## config.mk

```make
export PLATFORM = sky130hd
export DESIGN_NAME = ps2_rx_fifo_flat
export DESIGN_NICKNAME = d
export VERILOG_FILES = /design/src/rtl/ps2_pkg.sv /design/src/rtl/ps2_rx_fifo_if.sv /design/src/rtl/ps2_byte_fifo.sv /design/src/rtl/ps2_rx_fifo.sv /design/src/flat_wrapper.sv
export SDC_FILE = /design/constraint.sdc
export NUM_CORES = 1
export LEC_CHECK = 0
export CAP_MARGIN = 25
export CELL_PAD_IN_SITES_DETAIL_PLACEMENT = 1
export CELL_PAD_IN_SITES_GLOBAL_PLACEMENT = 1
export CORE_ASPECT_RATIO = 1.25
export CORE_MARGIN = 2
export CORE_UTILIZATION = 35
export DETAILED_ROUTE_END_ITERATION = 16
export PLACE_DENSITY_LB_ADDON = 0.1
export SYNTH_ARGS = -nofsm -noshare
export SYNTH_HDL_FRONTEND = slang
export SYNTH_SLANG_ARGS = --single-unit
```

## constraint.sdc

```tcl
create_clock -name clk -period 8.7 [get_ports clk]
set_input_delay 1.74 -clock clk [delete_from_list [all_inputs] [get_ports clk]]
set_output_delay 1.74 -clock clk [all_outputs]
set_load 0.05 [all_outputs]
```

## src/rtl/ps2_pkg.sv

```systemverilog
// ---------------------------------------------------------------------------
// ps2_pkg
// Shared definitions for the PS/2 receive path:
//   - ps2_state_e    : frame FSM state encoding (IDLE / SHIFT / CHECK)
//   - PS2_BREAK      : break-code prefix byte (8'hF0)
//   - PS2_EXT        : extended-code prefix byte (8'hE0)
//   - PS2_FRAME_BITS : bits shifted after the start bit (8 data + parity + stop)
//   - odd_parity_ok  : 1 when data bits plus parity bit hold an odd number of 1s
// ---------------------------------------------------------------------------
package ps2_pkg;

   typedef enum logic [1:0] {
      ST_IDLE  = 2'd0,
      ST_SHIFT = 2'd1,
      ST_CHECK = 2'd2
   } ps2_state_e;

   localparam logic [7:0] PS2_BREAK      = 8'hF0;
   localparam logic [7:0] PS2_EXT        = 8'hE0;
   localparam int         PS2_FRAME_BITS = 10;

   function automatic logic odd_parity_ok(input logic [7:0] i_data, input logic i_par);
      return ^{i_data, i_par};
   endfunction

endpackage

```

## src/rtl/ps2_rx_fifo_if.sv

```systemverilog
// ---------------------------------------------------------------------------
// ps2_rx_fifo_if
// IO-side bus between the PS/2 receiver FIFO and the processor IO load path.
//   rd_en      : pop request (master -> slave)
//   clr_err    : clear sticky error flags (master -> slave)
//   rd_data    : FIFO head byte, 8'h00 while empty (slave -> master)
//   rd_valid   : FIFO not empty (slave -> master)
//   fifo_count : occupancy, $clog2(FIFO_DEPTH)+1 bits (slave -> master)
//   frame_err  : sticky parity/stop/timeout error (slave -> master)
//   overflow   : sticky byte-dropped-while-full flag (slave -> master)
//
// Handshake: a byte transfers on a rising clk edge where rd_valid=1 and
// rd_en=1. rd_data is the head byte whenever rd_valid=1 (first-word
// fall-through); rd_en while rd_valid=0 is ignored.
// ---------------------------------------------------------------------------
interface ps2_rx_fifo_if #(
   parameter int FIFO_DEPTH = 8
) ();

   localparam int CW = $clog2(FIFO_DEPTH) + 1;

   logic          rd_en;
   logic          clr_err;
   logic [7:0]    rd_data;
   logic          rd_valid;
   logic [CW-1:0] fifo_count;
   logic          frame_err;
   logic          overflow;

   modport master (
      output rd_en, clr_err,
      input  rd_data, rd_valid, fifo_count, frame_err, overflow
   );

   modport slave (
      input  rd_en, clr_err,
      output rd_data, rd_valid, fifo_count, frame_err, overflow
   );

endinterface

```

## src/rtl/ps2_byte_fifo.sv

```systemverilog
// ---------------------------------------------------------------------------
// ps2_byte_fifo
// First-word-fall-through byte FIFO with an explicit occupancy counter.
//   i_clk, i_rst_n : clock, asynchronous active-low reset
//   i_push         : write request, i_push_data is the byte
//   i_pop          : read request (ignored while empty)
//   o_rd_data      : head byte while not empty, 8'h00 when empty
//   o_full/o_empty : status
//   o_count        : occupancy, $clog2(DEPTH)+1 bits
// A push while full succeeds only if a pop happens in the same cycle;
// otherwise the byte is dropped and the contents are untouched.
// ---------------------------------------------------------------------------
module ps2_byte_fifo #(
   parameter int DEPTH = 8
) (
   input  logic                     i_clk,
   input  logic                     i_rst_n,
   input  logic                     i_push,
   input  logic [7:0]               i_push_data,
   input  logic                     i_pop,
   output logic [7:0]               o_rd_data,
   output logic                     o_full,
   output logic                     o_empty,
   output logic [$clog2(DEPTH):0]   o_count
);

   localparam int AW = $clog2(DEPTH);
   localparam int CW = AW + 1;

   logic [7:0]    r_mem [DEPTH];
   logic [AW-1:0] r_wr_ptr;
   logic [AW-1:0] r_rd_ptr;
   logic [CW-1:0] r_count;

   logic w_empty;
   logic w_full;
   logic w_pop;
   logic w_push;

   assign w_empty = (r_count == '0);
   assign w_full  = (r_count == CW'(DEPTH));
   // A pop on an empty FIFO never happens, even alongside a push.
   assign w_pop   = i_pop & ~w_empty;
   // A full FIFO accepts a push only when the head leaves in the same cycle.
   assign w_push  = i_push & (~w_full | w_pop);

   always_ff @(posedge i_clk or negedge i_rst_n) begin
      if (!i_rst_n) begin
         r_wr_ptr <= '0;
         r_rd_ptr <= '0;
         r_count  <= '0;
      end else begin
         if (w_push) r_wr_ptr <= r_wr_ptr + AW'(1);
         if (w_pop)  r_rd_ptr <= r_rd_ptr + AW'(1);
         case ({w_push, w_pop})
            2'b10:   r_count <= r_count + CW'(1);
            2'b01:   r_count <= r_count - CW'(1);
            default: r_count <= r_count;
         endcase
      end
   end

   // Storage has no reset; the empty gate below keeps rd_data at 0 anyway.
   always_ff @(posedge i_clk) begin
      if (w_push) r_mem[r_wr_ptr] <= i_push_data;
   end

   assign o_rd_data = w_empty ? 8'h00 : r_mem[r_rd_ptr];
   assign o_full    = w_full;
   assign o_empty   = w_empty;
   assign o_count   = r_count;

endmodule

```

## src/rtl/ps2_rx_fifo.sv

```systemverilog
// ---------------------------------------------------------------------------
// ps2_rx_fifo
// PS/2 keyboard receiver: synchronises ps2_clk/ps2_data, frames
// start + 8 data (LSB first) + odd parity + stop on ps2_clk falling edges,
// and pushes good bytes into a FWFT FIFO read through the io interface.
//   clk, rst          : system clock, asynchronous active-low reset
//   ps2_clk, ps2_data : keyboard lines, asynchronous to clk
//   io (slave)        : rd_en, clr_err, rd_data, rd_valid, fifo_count,
//                       frame_err, overflow
//   dbg_state         : current frame FSM state
// Optional build macro PS2_BREAK_FILTER_EN: drop 8'hF0 and the next good
// byte after it (8'hE0 is always passed).
// ---------------------------------------------------------------------------
module ps2_rx_fifo
   import ps2_pkg::*;
#(
   parameter int FIFO_DEPTH     = 8,
   parameter int TIMEOUT_CYCLES = 50000,
   parameter int SYNC_STAGES    = 2
) (
   input  logic             clk,
   input  logic             rst,
   input  logic             ps2_clk,
   input  logic             ps2_data,
   ps2_rx_fifo_if.slave     io,
   output ps2_state_e       dbg_state
);

   localparam int TW = $clog2(TIMEOUT_CYCLES);

   // ---------------- synchronisers and falling-edge detect ----------------
   // Reset to the idle-high bus level so leaving reset never fakes an edge.
   logic [SYNC_STAGES-1:0] r_clk_sync;
   logic [SYNC_STAGES-1:0] r_dat_sync;
   logic                   r_clk_prev;
   logic                   w_fall;
   logic                   w_data;

   always_ff @(posedge clk or negedge rst) begin
      if (!rst) begin
         r_clk_sync <= '1;
         r_dat_sync <= '1;
         r_clk_prev <= 1'b1;
      end else begin
         r_clk_sync <= {r_clk_sync[SYNC_STAGES-2:0], ps2_clk};
         r_dat_sync <= {r_dat_sync[SYNC_STAGES-2:0], ps2_data};
         r_clk_prev <= r_clk_sync[SYNC_STAGES-1];
      end
   end

   assign w_fall = r_clk_prev & ~r_clk_sync[SYNC_STAGES-1];
   assign w_data = r_dat_sync[SYNC_STAGES-1];

   // ---------------- frame FSM ----------------
   ps2_state_e    r_state;
   ps2_state_e    w_state_nxt;
   logic [3:0]    r_bit_cnt;
   logic [9:0]    r_shift;     // [7:0] data, [8] parity, [9] stop
   logic [TW-1:0] r_tmo;

   logic w_shift_en;
   logic w_bit_clr;
   logic w_tmo_err;
   logic w_check;

   always_ff @(posedge clk or negedge rst) begin
      if (!rst) r_state <= ST_IDLE;
      else      r_state <= w_state_nxt;
   end

   always_comb begin
      w_state_nxt = r_state;
      w_shift_en  = 1'b0;
      w_bit_clr   = 1'b0;
      w_tmo_err   = 1'b0;
      w_check     = 1'b0;
      case (r_state)
         ST_IDLE: begin
            // A fall with data=1 is line noise, not a start bit: ignore it.
            if (w_fall && !w_data) begin
               w_state_nxt = ST_SHIFT;
               w_bit_clr   = 1'b1;
            end
         end
         ST_SHIFT: begin
            if (w_fall) begin
               w_shift_en = 1'b1;
               if (r_bit_cnt == 4'(PS2_FRAME_BITS - 1)) w_state_nxt = ST_CHECK;
            end else if (r_tmo == TW'(TIMEOUT_CYCLES - 1)) begin
               w_state_nxt = ST_IDLE;
               w_tmo_err   = 1'b1;
            end
         end
         ST_CHECK: begin
            w_check     = 1'b1;
            w_state_nxt = ST_IDLE;
         end
         default: w_state_nxt = ST_IDLE;
      endcase
   end

   always_ff @(posedge clk or negedge rst) begin
      if (!rst) begin
         r_bit_cnt <= '0;
         r_shift   <= '0;
         r_tmo     <= '0;
      end else begin
         if (w_bit_clr)       r_bit_cnt <= '0;
         else if (w_shift_en) r_bit_cnt <= r_bit_cnt + 4'd1;
         // Right shift: after ten falls the first data bit sits in bit 0.
         if (w_shift_en) r_shift <= {w_data, r_shift[9:1]};
         if (r_state != ST_SHIFT || w_fall) r_tmo <= '0;
         else                               r_tmo <= r_tmo + TW'(1);
      end
   end

   assign dbg_state = r_state;

   // ---------------- frame check and optional break filter ----------------
   logic w_good;
   logic w_push_req;

   assign w_good = odd_parity_ok(r_shift[7:0], r_shift[8]) & r_shift[9];

`ifdef PS2_BREAK_FILTER_EN
   logic r_skip;

   // A bad frame leaves the skip flag armed; only a good byte consumes it.
   always_ff @(posedge clk or negedge rst) begin
      if (!rst) begin
         r_skip <= 1'b0;
      end else if (w_check && w_good) begin
         if (r_skip)                          r_skip <= 1'b0;
         else if (r_shift[7:0] == PS2_BREAK)  r_skip <= 1'b1;
      end
   end

   assign w_push_req = w_check & w_good & ~r_skip & (r_shift[7:0] != PS2_BREAK);
`else
   assign w_push_req = w_check & w_good;
`endif

   // ---------------- FIFO ----------------
   logic       w_full;
   logic       w_empty;
   logic [7:0] w_head;

   ps2_byte_fifo #(
      .DEPTH (FIFO_DEPTH)
   ) u_fifo (
      .i_clk       (clk),
      .i_rst_n     (rst),
      .i_push      (w_push_req),
      .i_push_data (r_shift[7:0]),
      .i_pop       (io.rd_en),
      .o_rd_data   (w_head),
      .o_full      (w_full),
      .o_empty     (w_empty),
      .o_count     (io.fifo_count)
   );

   assign io.rd_data  = w_head;
   assign io.rd_valid = ~w_empty;

   // ---------------- sticky flags ----------------
   logic w_ferr_set;
   logic w_ovf_set;
   logic r_frame_err;
   logic r_overflow;

   assign w_ferr_set = w_tmo_err | (w_check & ~w_good);
   assign w_ovf_set  = w_push_req & w_full & ~(io.rd_en & ~w_empty);

   // A set in the same cycle as clr_err wins.
   always_ff @(posedge clk or negedge rst) begin
      if (!rst) begin
         r_frame_err <= 1'b0;
         r_overflow  <= 1'b0;
      end else begin
         r_frame_err <= (r_frame_err & ~io.clr_err) | w_ferr_set;
         r_overflow  <= (r_overflow  & ~io.clr_err) | w_ovf_set;
      end
   end

   assign io.frame_err = r_frame_err;
   assign io.overflow  = r_overflow;

endmodule

```

## src/flat_wrapper.sv

```systemverilog
// flat-port wrapper written by rule: the top's interface ports become plain ports
module ps2_rx_fifo_flat import ps2_pkg::*;
#(
   parameter int FIFO_DEPTH     = 8,
   parameter int TIMEOUT_CYCLES = 50000,
   parameter int SYNC_STAGES    = 2
)
  (clk, rst, ps2_clk, ps2_data, dbg_state, io_rd_en, io_clr_err, io_rd_data, io_rd_valid, io_fifo_count, io_frame_err, io_overflow);
  ps2_rx_fifo_if #(.FIFO_DEPTH(FIFO_DEPTH)) io_i ();
  input  logic clk;
  input  logic rst;
  input  logic ps2_clk;
  input  logic ps2_data;
  output ps2_state_e dbg_state;
  input wire logic [$bits(io_i.rd_en)-1:0] io_rd_en;
  input wire logic [$bits(io_i.clr_err)-1:0] io_clr_err;
  output wire logic [$bits(io_i.rd_data)-1:0] io_rd_data;
  output wire logic [$bits(io_i.rd_valid)-1:0] io_rd_valid;
  output wire logic [$bits(io_i.fifo_count)-1:0] io_fifo_count;
  output wire logic [$bits(io_i.frame_err)-1:0] io_frame_err;
  output wire logic [$bits(io_i.overflow)-1:0] io_overflow;
  assign io_i.rd_en = io_rd_en;
  assign io_i.clr_err = io_clr_err;
  assign io_rd_data = io_i.rd_data;
  assign io_rd_valid = io_i.rd_valid;
  assign io_fifo_count = io_i.fifo_count;
  assign io_frame_err = io_i.frame_err;
  assign io_overflow = io_i.overflow;
  ps2_rx_fifo #(.FIFO_DEPTH(FIFO_DEPTH), .TIMEOUT_CYCLES(TIMEOUT_CYCLES), .SYNC_STAGES(SYNC_STAGES)) u_core (.clk(clk), .rst(rst), .ps2_clk(ps2_clk), .ps2_data(ps2_data), .io(io_i), .dbg_state(dbg_state));
endmodule
```

==> run summary <==
fresh numbers from the pnr run: Comb area share=28.0%, yosys synthesis chip area=about 4800 µm², crit path cell chain=buf_16 > mux4_2 > mux2i_1 > nor2_1 > clkdlybuf4s50_1, Comb gates=roughly 190, Crit path depth=5, first-pass GRT wire length=between 15000 and 20000 µm, Period minus WS final=roughly 4400 ps, worst-case clock skew=roughly 9 ps, aoi share=roughly 1.5%, hold path startpoint=u_core.r_dat_sync[0], chip area=approximately 15000 µm², Final Setup Violations=0, Syn Inst Count=approximately 320, Slew HR=32.4%, clk tree area frac=between 10% and 20%, layout cell share with drive strength beyond 1=21.9%, flip-flops=between 100 and 150, Post-Layout Cell Count=~540, WP data required=6960 ps, Synth Area in Simple Gates=between 10% and 20%, Net Sw Frac=between 30% and 40%, Layout Utilization=a little over two fifths, htree depth=4, met3 wire length=249 µm, most frequent cell after synthesis=edfxtp_1, power of the clock network=slightly above 0.7 mW, Critical Path Start=u_core.u_fifo.r_rd_ptr[0], outcome=finished clean, number of antenna violations at the first check in global routing=0
### Cells by drive strength

Scale: 3 px per µm.
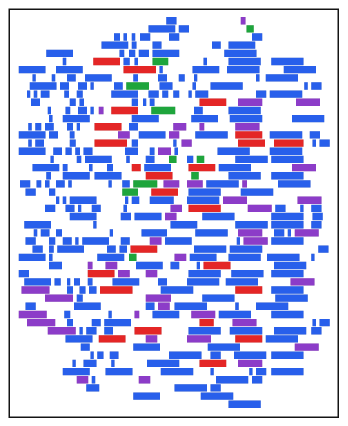
Key: _6 and larger = red [cells 24]; _0 and _1 cells = blue [cells 285]; _2 cells = purple [cells 46]; _3 and _4 cells = green [cells 10]

### Pin placement

Scale: 3 px per µm. Pins as bars across the die edge, other pins in grey.
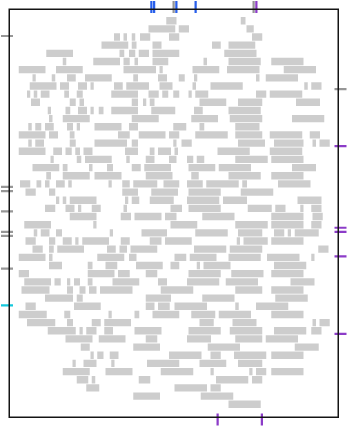
Key: `ps2_clk` = cyan [pins 1, direction input, edge west]; `io_fifo_count` = blue [pins 4, direction output, edge north]; `io_rd_data` = purple [pins 8, direction output, edge 5 east, 2 south, 1 north]
All pins by edge: 8 west, 7 north, 6 east, 2 south.

Power figures rest on the tool's default switching activity, not on a simulated workload.
